==> src/rtl/robs_mult_seq.sv <==
// Robertson's sequential multiplier: WIDTH-bit signed/unsigned operands, one
// add/shift iteration per clock, start/ready/done handshake, 2*WIDTH-bit product.
module robs_mult_seq #(
  parameter int WIDTH = 8
) (
  input  logic                 clk,
  input  logic                 reset_n,
  input  logic                 start,
  input  logic                 signed_mode,
  input  logic [WIDTH-1:0]     multiplicand,
  input  logic [WIDTH-1:0]     multiplier,
  output logic                 ready,
  output logic                 busy,
  output logic                 done,
  output logic [2*WIDTH-1:0]   product
);

  localparam int CW = $clog2(WIDTH) + 1;

  typedef enum logic [1:0] {
    S_IDLE = 2'd0,
    S_CALC = 2'd1,
    S_DONE = 2'd2
  } state_t;

  state_t            r_state;
  state_t            w_state_nxt;
  logic [WIDTH-1:0]  r_a;
  logic [WIDTH-1:0]  r_q;
  logic [WIDTH-1:0]  r_m;
  logic              r_mode;
  logic [CW-1:0]     r_count;
  logic              r_ready;
  logic              r_busy;
  logic              r_done;

  logic              w_load;
  logic              w_iter;
  logic              w_last;
  logic [WIDTH:0]    w_ext_a;
  logic [WIDTH:0]    w_ext_m;
  logic [WIDTH:0]    w_sum;

  assign w_last = (r_count == CW'(WIDTH - 1));

  // State register
  always_ff @(posedge clk or negedge reset_n) begin
    if (!reset_n) begin
      r_state <= S_IDLE;
    end else begin
      r_state <= w_state_nxt;
    end
  end

  // Next-state decode and datapath control
  always_comb begin
    w_state_nxt = r_state;
    w_load      = 1'b0;
    w_iter      = 1'b0;
    case (r_state)
      S_IDLE: begin
        if (start) begin
          w_state_nxt = S_CALC;
          w_load      = 1'b1;
        end else begin
          w_state_nxt = S_IDLE;
        end
      end
      S_CALC: begin
        w_iter = 1'b1;
        if (w_last) begin
          w_state_nxt = S_DONE;
        end else begin
          w_state_nxt = S_CALC;
        end
      end
      S_DONE: begin
        w_state_nxt = S_IDLE;
      end
      default: begin
        w_state_nxt = S_IDLE;
      end
    endcase
  end

  // Partial-product sum; the final signed step subtracts M because the
  // multiplier's MSB carries negative weight in two's complement.
  always_comb begin
    w_ext_a = r_mode ? {r_a[WIDTH-1], r_a} : {1'b0, r_a};
    w_ext_m = r_mode ? {r_m[WIDTH-1], r_m} : {1'b0, r_m};
    w_sum   = w_ext_a;
    if (!r_q[0]) begin
      w_sum = w_ext_a;
    end else if (r_mode && w_last) begin
      w_sum = w_ext_a - w_ext_m;
    end else begin
      w_sum = w_ext_a + w_ext_m;
    end
  end

  // Operand load and add/shift datapath
  always_ff @(posedge clk or negedge reset_n) begin
    if (!reset_n) begin
      r_a     <= {WIDTH{1'b0}};
      r_q     <= {WIDTH{1'b0}};
      r_m     <= {WIDTH{1'b0}};
      r_mode  <= 1'b0;
      r_count <= {CW{1'b0}};
    end else if (w_load) begin
      r_a     <= {WIDTH{1'b0}};
      r_q     <= multiplier;
      r_m     <= multiplicand;
      r_mode  <= signed_mode;
      r_count <= {CW{1'b0}};
    end else if (w_iter) begin
      r_a     <= w_sum[WIDTH:1];
      r_q     <= {w_sum[0], r_q[WIDTH-1:1]};
      r_count <= r_count + CW'(1);
    end else begin
      r_a     <= r_a;
      r_q     <= r_q;
      r_count <= r_count;
    end
  end

  // Registered handshake outputs, decoded from the next state
  always_ff @(posedge clk or negedge reset_n) begin
    if (!reset_n) begin
      r_ready <= 1'b1;
      r_busy  <= 1'b0;
      r_done  <= 1'b0;
    end else begin
      r_ready <= (w_state_nxt == S_IDLE);
      r_busy  <= (w_state_nxt != S_IDLE);
      r_done  <= (w_state_nxt == S_DONE);
    end
  end

  assign ready   = r_ready;
  assign busy    = r_busy;
  assign done    = r_done;
  assign product = {r_a, r_q};

endmodule

==> config.mk <==
export PLATFORM = sky130hd
export DESIGN_NAME = robs_mult_seq
export DESIGN_NICKNAME = d
export VERILOG_FILES = /design/src/rtl/robs_mult_seq.sv
export SDC_FILE = /design/constraint.sdc
export NUM_CORES = 1
export LEC_CHECK = 0
export CAP_MARGIN = 5
export CORE_ASPECT_RATIO = 1.5
export CORE_MARGIN = 4
export CORE_UTILIZATION = 55
export CTS_CLUSTER_DIAMETER = 30
export DETAILED_ROUTE_END_ITERATION = 8
export PLACE_DENSITY = 0.89
export SYNTH_ARGS = -nofsm -noshare
export SYNTH_HDL_FRONTEND = slang
export SYNTH_SLANG_ARGS = --single-unit
export TNS_END_PERCENT = 30
==> constraint.sdc <==
create_clock -name clk -period 8.1 [get_ports clk]
set_input_delay 0.81 -clock clk [delete_from_list [all_inputs] [get_ports clk]]
set_output_delay 0.81 -clock clk [all_outputs]
set_load 0.05 [all_outputs]
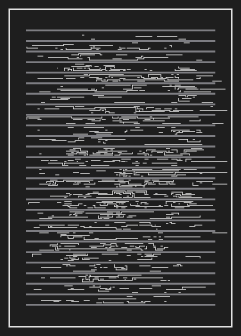
*M1 wires*
Supply wires on this layer in grey.
wire length on this layer	1670 µm
longest straight run	21.6 µm
share of all routed wire	38%
total number of vias: 1687
Routed WL: 4410 µm
met1 GRT Util: 21.3%

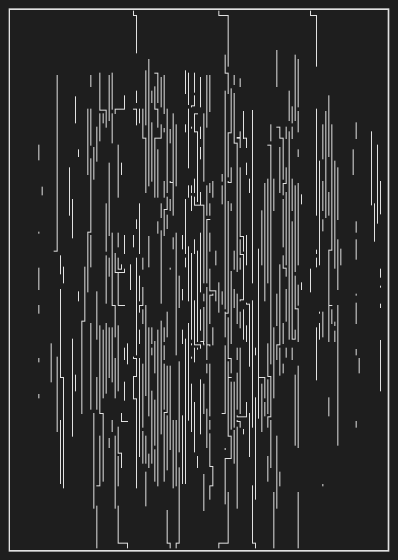
*Met2 routing*
main direction	vertical
nets with wire on the layer	238
share of all routed wire	54%
longest straight run	33.0 µm
wire length on this layer	2400 µm
met2 global-route usage: 38.9%

==> results.cfg <==
; implementation run metrics
[run_status]
outcome = finished, final reports clean

[cts]
root_buffer = clkbuf_8
worstSkewPairLatency_ns = 0.29
cts_setup_buffers = 0
cts_buffers = 5
cts_max_level = 2
clk_path_buf_depth = 2
cts_tree = yes

[logic_synthesis]
most_common_cell = dfrtp_1
ys_sh_aoi_pct = 19.4
syn_area_um2 = 1980
synth_warnings = 0
ys_sh_adder_pct = 7.34
synth-edff-count = 0
xor_share_pct = 3.99
ys_sh_simple_pct = 15.5
yosys.area.top_type = dfrtp_1
syn_inst = 205
ys_cells = 205
synth_async_sr_flop_share_pct = 100
ys_sh_mux_pct = 7.15
synthDistinctLibCells = 40
avgSynthCellArea_um2 = 9.64

[cells_and_area]
clock_area_share_pct = 3.84
seq_share_pct = 34.4
bufAreaShareNonClock_pct = 16.0
largest_class = logic gates
lay_top_cells = 38 x clkdlybuf4s50_1, 33 x dfrtp_1, 22 x o21ai_0, 16 x a21oi_1, 16 x nand2_1
inverters_excl_clock = 7
nClkBuffers = 6
final_area_um2 = 2480
fin_nets = 274
buffers_excl_clock = 40
regArea_um2 = 852
comb_area_share_pct = 42.6
drive_gt1_share_pct = 9.02
diodes = 0

[worst_setup_path]
end_kind = register
crit_family = adder cells
startpoint = r_count[0]
worst_path_max_delay_cell = fa_1
crit_arrival_ns = 3.18
crit_type = register to register
crit_buf_inv = 0
r2r_start = r_count[0]

[drt]
met2_length_um = 2400
wl_met3_um = 225
drtPass1Iterations = 4
first_iter_violations = 43
via_per_inst = 5.90
avgRoutedWirePerCell_um = 15.4
drtAntennaViolNets = 0

[place]
dpl_cell_area_um2 = 2380
post-dp-hpwl_um = 3230
gp_congestion = 0.819
port_buffers = 38

[final_timing]
setup_ws_ns = 5.14
worst_slew_pin_slew_ns = 1.10
finalCritPeriodShare_pct = 36.6
setup_viol = 0
period_needed_ns = 2.96
max_freq_ghz = 0.337
fin_skew_ns = 0.00451
rsz0062_at_grt = no

[flow_run]
maxCapViolations = 0
tool_warnings = 26

[grt]
grt_util_all_layers_pct = 21.3
grt_max_degree = 35
antenna_found_initial = 0
busiest_layer = met2

[worst_hold_path]
holdPathEnd = r_count[3]

[die]
fp.dieW_um = 57.0
fp-utilization_pct = 57.3
rows = 26
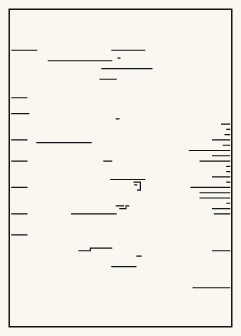
*Signal wires on met3*
wire length on this layer	226 µm
main direction	horizontal
met3 usage: 5.35%

